## src/rtl/mcycle_seq.sv

```systemverilog
// Iterative unsigned multiply (shift-add) / divide (restoring) engine with its sequencing FSM.
// Optional build macro MCYCLE_EARLY_TERM_EN lets a multiply finish once its multiplier runs out.
module mcycle_seq #(
  parameter int unsigned WIDTH = 32
) (
  input  logic             CLK,
  input  logic             Reset_n,
  input  logic             Start,
  input  logic             MCycleOp,
  input  logic             Flush,
  input  logic [WIDTH-1:0] Operand1,
  input  logic [WIDTH-1:0] Operand2,
  output logic [WIDTH-1:0] Result1,
  output logic [WIDTH-1:0] Result2,
  output logic             Busy,
  output logic             Done
);

  localparam int unsigned CntW = $clog2(WIDTH);

  typedef enum logic [1:0] {StIdle, StCompute, StDone} state_e;

  state_e             state_q, state_d;
  logic [CntW-1:0]    count_q, count_d;
  logic               op_q, op_d;
  logic [WIDTH-1:0]   opa_q, opa_d;
  logic [WIDTH-1:0]   opb_q, opb_d;
  logic [2*WIDTH-1:0] acc_q, acc_d;
  logic [WIDTH-1:0]   res1_q, res1_d;
  logic [WIDTH-1:0]   res2_q, res2_d;
  logic               done_q, done_d;

  logic [WIDTH:0]     mul_sum;
  logic [WIDTH:0]     div_shift;
  logic [WIDTH:0]     div_diff;
  logic [2*WIDTH-1:0] acc_step;
  logic [2*WIDTH-1:0] acc_final;
  logic [WIDTH-1:0]   opb_step;
  logic               last_iter;
`ifdef MCYCLE_EARLY_TERM_EN
  logic [CntW-1:0]    rem_iters;
`endif

  // One datapath iteration. For divide, acc holds {remainder, dividend/quotient}.
  always_comb begin
    mul_sum   = {1'b0, acc_q[2*WIDTH-1:WIDTH]} + (opb_q[0] ? {1'b0, opa_q} : '0);
    div_shift = {acc_q[2*WIDTH-1:WIDTH], acc_q[WIDTH-1]};
    div_diff  = div_shift - {1'b0, opb_q};
    acc_step  = acc_q;
    opb_step  = opb_q;
    if (!op_q) begin
      acc_step = {mul_sum, acc_q[WIDTH-1:1]};
      opb_step = opb_q >> 1;
    end else if (!div_diff[WIDTH]) begin
      acc_step = {div_diff[WIDTH-1:0], acc_q[WIDTH-2:0], 1'b1};
    end else begin
      acc_step = {div_shift[WIDTH-1:0], acc_q[WIDTH-2:0], 1'b0};
    end

    last_iter = (count_q == CntW'(WIDTH - 1));
    acc_final = acc_step;
`ifdef MCYCLE_EARLY_TERM_EN
    // Skipped iterations would only shift the accumulator right; apply them in one go.
    rem_iters = CntW'(WIDTH - 1) - count_q;
    if (!op_q && (opb_step == '0)) begin
      last_iter = 1'b1;
      acc_final = acc_step >> rem_iters;
    end
`endif
  end

  always_comb begin
    state_d = state_q;
    count_d = count_q;
    op_d    = op_q;
    opa_d   = opa_q;
    opb_d   = opb_q;
    acc_d   = acc_q;
    res1_d  = res1_q;
    res2_d  = res2_q;
    done_d  = 1'b0;

    unique case (state_q)
      StIdle, StDone: begin
        state_d = StIdle;
        if (Start) begin
          state_d = StCompute;
          count_d = '0;
          op_d    = MCycleOp;
          opa_d   = Operand1;
          opb_d   = Operand2;
          acc_d   = MCycleOp ? {{WIDTH{1'b0}}, Operand1} : '0;
        end
      end
      StCompute: begin
        acc_d   = acc_step;
        opb_d   = opb_step;
        count_d = count_q + CntW'(1);
        if (last_iter) begin
          state_d = StDone;
          done_d  = 1'b1;
          res1_d  = acc_final[WIDTH-1:0];
          res2_d  = acc_final[2*WIDTH-1:WIDTH];
        end
      end
      default: state_d = StIdle;
    endcase

    // Flush wins over both a new Start and a completing iteration.
    if (Flush) begin
      state_d = StIdle;
      done_d  = 1'b0;
      res1_d  = res1_q;
      res2_d  = res2_q;
    end
  end

  always_ff @(posedge CLK or negedge Reset_n) begin
    if (!Reset_n) begin
      state_q <= StIdle;
      count_q <= '0;
      op_q    <= 1'b0;
      opa_q   <= '0;
      opb_q   <= '0;
      acc_q   <= '0;
      res1_q  <= '0;
      res2_q  <= '0;
      done_q  <= 1'b0;
    end else begin
      state_q <= state_d;
      count_q <= count_d;
      op_q    <= op_d;
      opa_q   <= opa_d;
      opb_q   <= opb_d;
      acc_q   <= acc_d;
      res1_q  <= res1_d;
      res2_q  <= res2_d;
      done_q  <= done_d;
    end
  end

  assign Busy    = Reset_n & ((Start & ((state_q == StIdle) | (state_q == StDone))) |
                              (state_q == StCompute));
  assign Done    = done_q;
  assign Result1 = res1_q;
  assign Result2 = res2_q;

endmodule

```

## config.mk

```make
export PLATFORM = sky130hd
export DESIGN_NAME = mcycle_seq
export DESIGN_NICKNAME = d
export VERILOG_FILES = /design/src/rtl/mcycle_seq.sv
export SDC_FILE = /design/constraint.sdc
export NUM_CORES = 1
export LEC_CHECK = 0
export CORE_ASPECT_RATIO = 1.4
export CORE_MARGIN = 3
export CORE_UTILIZATION = 35
export CTS_CLUSTER_SIZE = 12
export DETAILED_ROUTE_END_ITERATION = 8
export PLACE_DENSITY_LB_ADDON = 0.25
export SLEW_MARGIN = 25
export SYNTH_ARGS = -nofsm -noshare
export SYNTH_HDL_FRONTEND = slang
export SYNTH_SLANG_ARGS = --single-unit
```

## constraint.sdc

```tcl
create_clock -name CLK -period 6.8 [get_ports CLK]
set_input_delay 0.68 -clock CLK [delete_from_list [all_inputs] [get_ports CLK]]
set_output_delay 0.68 -clock CLK [all_outputs]
set_load 0.1 [all_outputs]
```

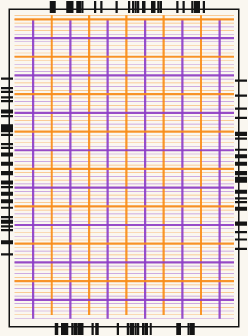
(power grid)
Pins as bars on the die edge.
purple -> VSS
orange -> VDD
met5 straps = 16
rows = 81
met1 rails = 82
met4 straps = 11
Die H: 230 µm
Die W: 166 µm
peak supply drop: 161 µV
Core Region: 35200 µm²

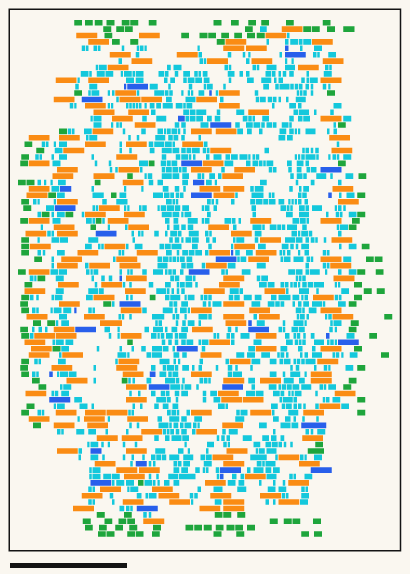
(cells coloured by class)
The bar under the picture is 50 µm long.
cyan -> combinational and other logic  # cells 1141
blue -> clock drivers and dummy loads  # cells 41
green -> remaining buffers and delay cells  # cells 145
orange -> sequential cells  # cells 201
row count: 81
flop share of the area: 33.6%
Finished Cell Area: 15000 µm²
Post-Route Utilization: 42.6%

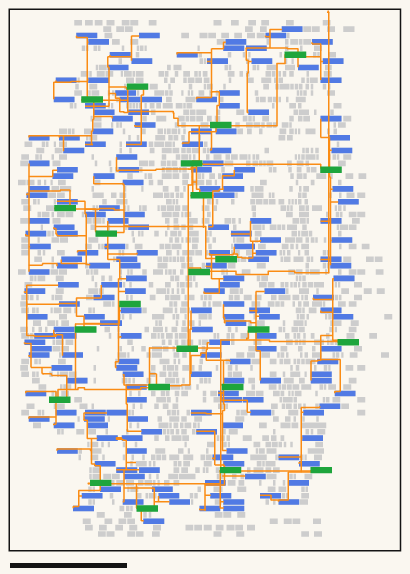
(clock distribution)
The bar under the picture is 50 µm long.
blue -> flip-flops  # count 201
orange -> clock wires  # length 3020 µm
green -> clock drivers  # count 23
routed clock nets = 24
flops lie = widely spread
clock share of power: 24.0%
Worst-Skew Late Latency: 0.53 ns

==> out/metrics.yaml <==
outcome:
  outcome: "finished clean"
clocking:
  path_clk_slew_ns: 0.06
  cts_hold_buf: 0
  cts-buffers-inserted: 23
  cts_buffer_depth: 3
  htreeDepth: 1
  cts_sinks: 201
flow_run:
  warnings: 28
  drv_cap: 0
synthesis:
  syn-num-nets: 1560
  avgSynthCellArea_um2: 8.80
  postSynthSeqShare_pct: 40.2
  synth.area.mux_share_pct: 7.93
  adder_share_pct: 6.91
  syn-cell-area_um2: 12500
  ys_types: 70
  ys_ff: 201
  ys_warn_count: 0
  yosys_cells: 1423
finish:
  biggestCellCategory: "logic gates"
  layout_top_cells: "255 x nand2_1, 200 x dfrtp_1, 138 x o21ai_0, 133 x clkdlybuf4s50_1, 98 x nor2_1"
  area.growth.synth_to_final_pct: 19.6
  ff_count: 201
  final_common_cell: "nand2_1"
  final_cells: 1984
  largest_register_ffs: 64
  diodes: 0
routing:
  vias_per_cell: 5.31
  wl_per_cell_um: 18.3
  vias: 10535
  dr.max_layer_used: "met4"
  wl_met1_mm: 16.5
  ant_nets: 0
  routed_wl_mm: 36.3
setup_path:
  r2r_start: "opb_q[0]"
  cp-start-kind: "register"
  crit_type: "reg2reg"
  worstSetupStartpoint: "opb_q[0]"
  r2r_cells: 12
  arrival_ns: 4.81
  crit_path_top_delay_cell: "dfrtp_1"
  critPathMaxFanout: 34
global_routing:
  grt_pass1_wl_mm: 58.9
  grt_start_max_net_pins: 157
die:
  chip_area_um2: 38100
  tap_cells: 456
placed_design:
  gp_congestion: 0.940
  place_inst: 1943
  dpl.hpwl_mm: 26.5
final_timing:
  period_minus_slack_ns: 4.44
  relSlewSlack_pct: 33.6
hold_path:
  hp-class: "in2async"
power_and_ir_drop:
  power.static_leakage_nw: 6.90
==> cells by family after synthesis <==
logic type / count (synthesis)
simple gates: 486
compound gates: 394
flops: 201
buf+inv: 125
mux: 97
fa+ha+maj: 68
xor+xnor: 52
==> metrics by stage <==
stage | util, % | cell area [µm²] | worst slack [ns] | hold WS (ns) | power (mW)
after floorplan | - | 12500 | 3.42 | 0.384 | 3.25
after global placement | 40.5 | 14300 | 2.50 | 0.453 | 3.84
after detailed placement | 40.5 | 14300 | 2.35 | 0.457 | 3.86
after CTS | 42.6 | 15000 | 2.33 | 0.108 | 5.10
after global routing | 42.6 | 15000 | 1.99 | 0.121 | 5.44
final | 42.6 | 15000 | 2.36 | 0.101 | 5.07
==> report_power, final <==
group          leakage (nW)  internal [mW]  switching [mW]  total, mW
clock network         0.360          0.704           0.512       1.22
logic                  3.90          0.924            1.34       2.26
registers              2.64           1.37           0.224       1.59
==> synth_stat cells (8+ instances only) <==
cell type | instances | area [µm²]
a21o_1 | 34 | 255
nand3_1 | 22 | 110
and2_1 | 41 | 257
mux2_2 | 18 | 203
nor2_1 | 100 | 375
a31oi_1 | 13 | 81.3
a21oi_1 | 75 | 375
mux2i_1 | 79 | 791
o21a_1 | 10 | 75.1
o21ai_0 | 138 | 691
a22o_1 | 18 | 158
ha_1 | 66 | 826
nand2_1 | 255 | 957
inv_1 | 42 | 158
a211oi_1 | 9 | 67.6
xor2_1 | 19 | 166
a221o_1 | 31 | 310
nand4_1 | 8 | 50.1
nor3_1 | 15 | 75.1
clkbuf_1 | 68 | 255
xnor2_1 | 33 | 289
dfrtp_1 | 201 | 5030
==> path summary, 6_finish.rpt <==
kind	end
min in group CLK	opa_q[13]
hold reg to reg	opa_q[13]
max in group asynchronous	op_q
setup reg to reg	acc_q[53]
hold / removal	opb_q[30]
setup / recovery	acc_q[53]
Power figures rest on the tool's default switching activity, not on a simulated workload.
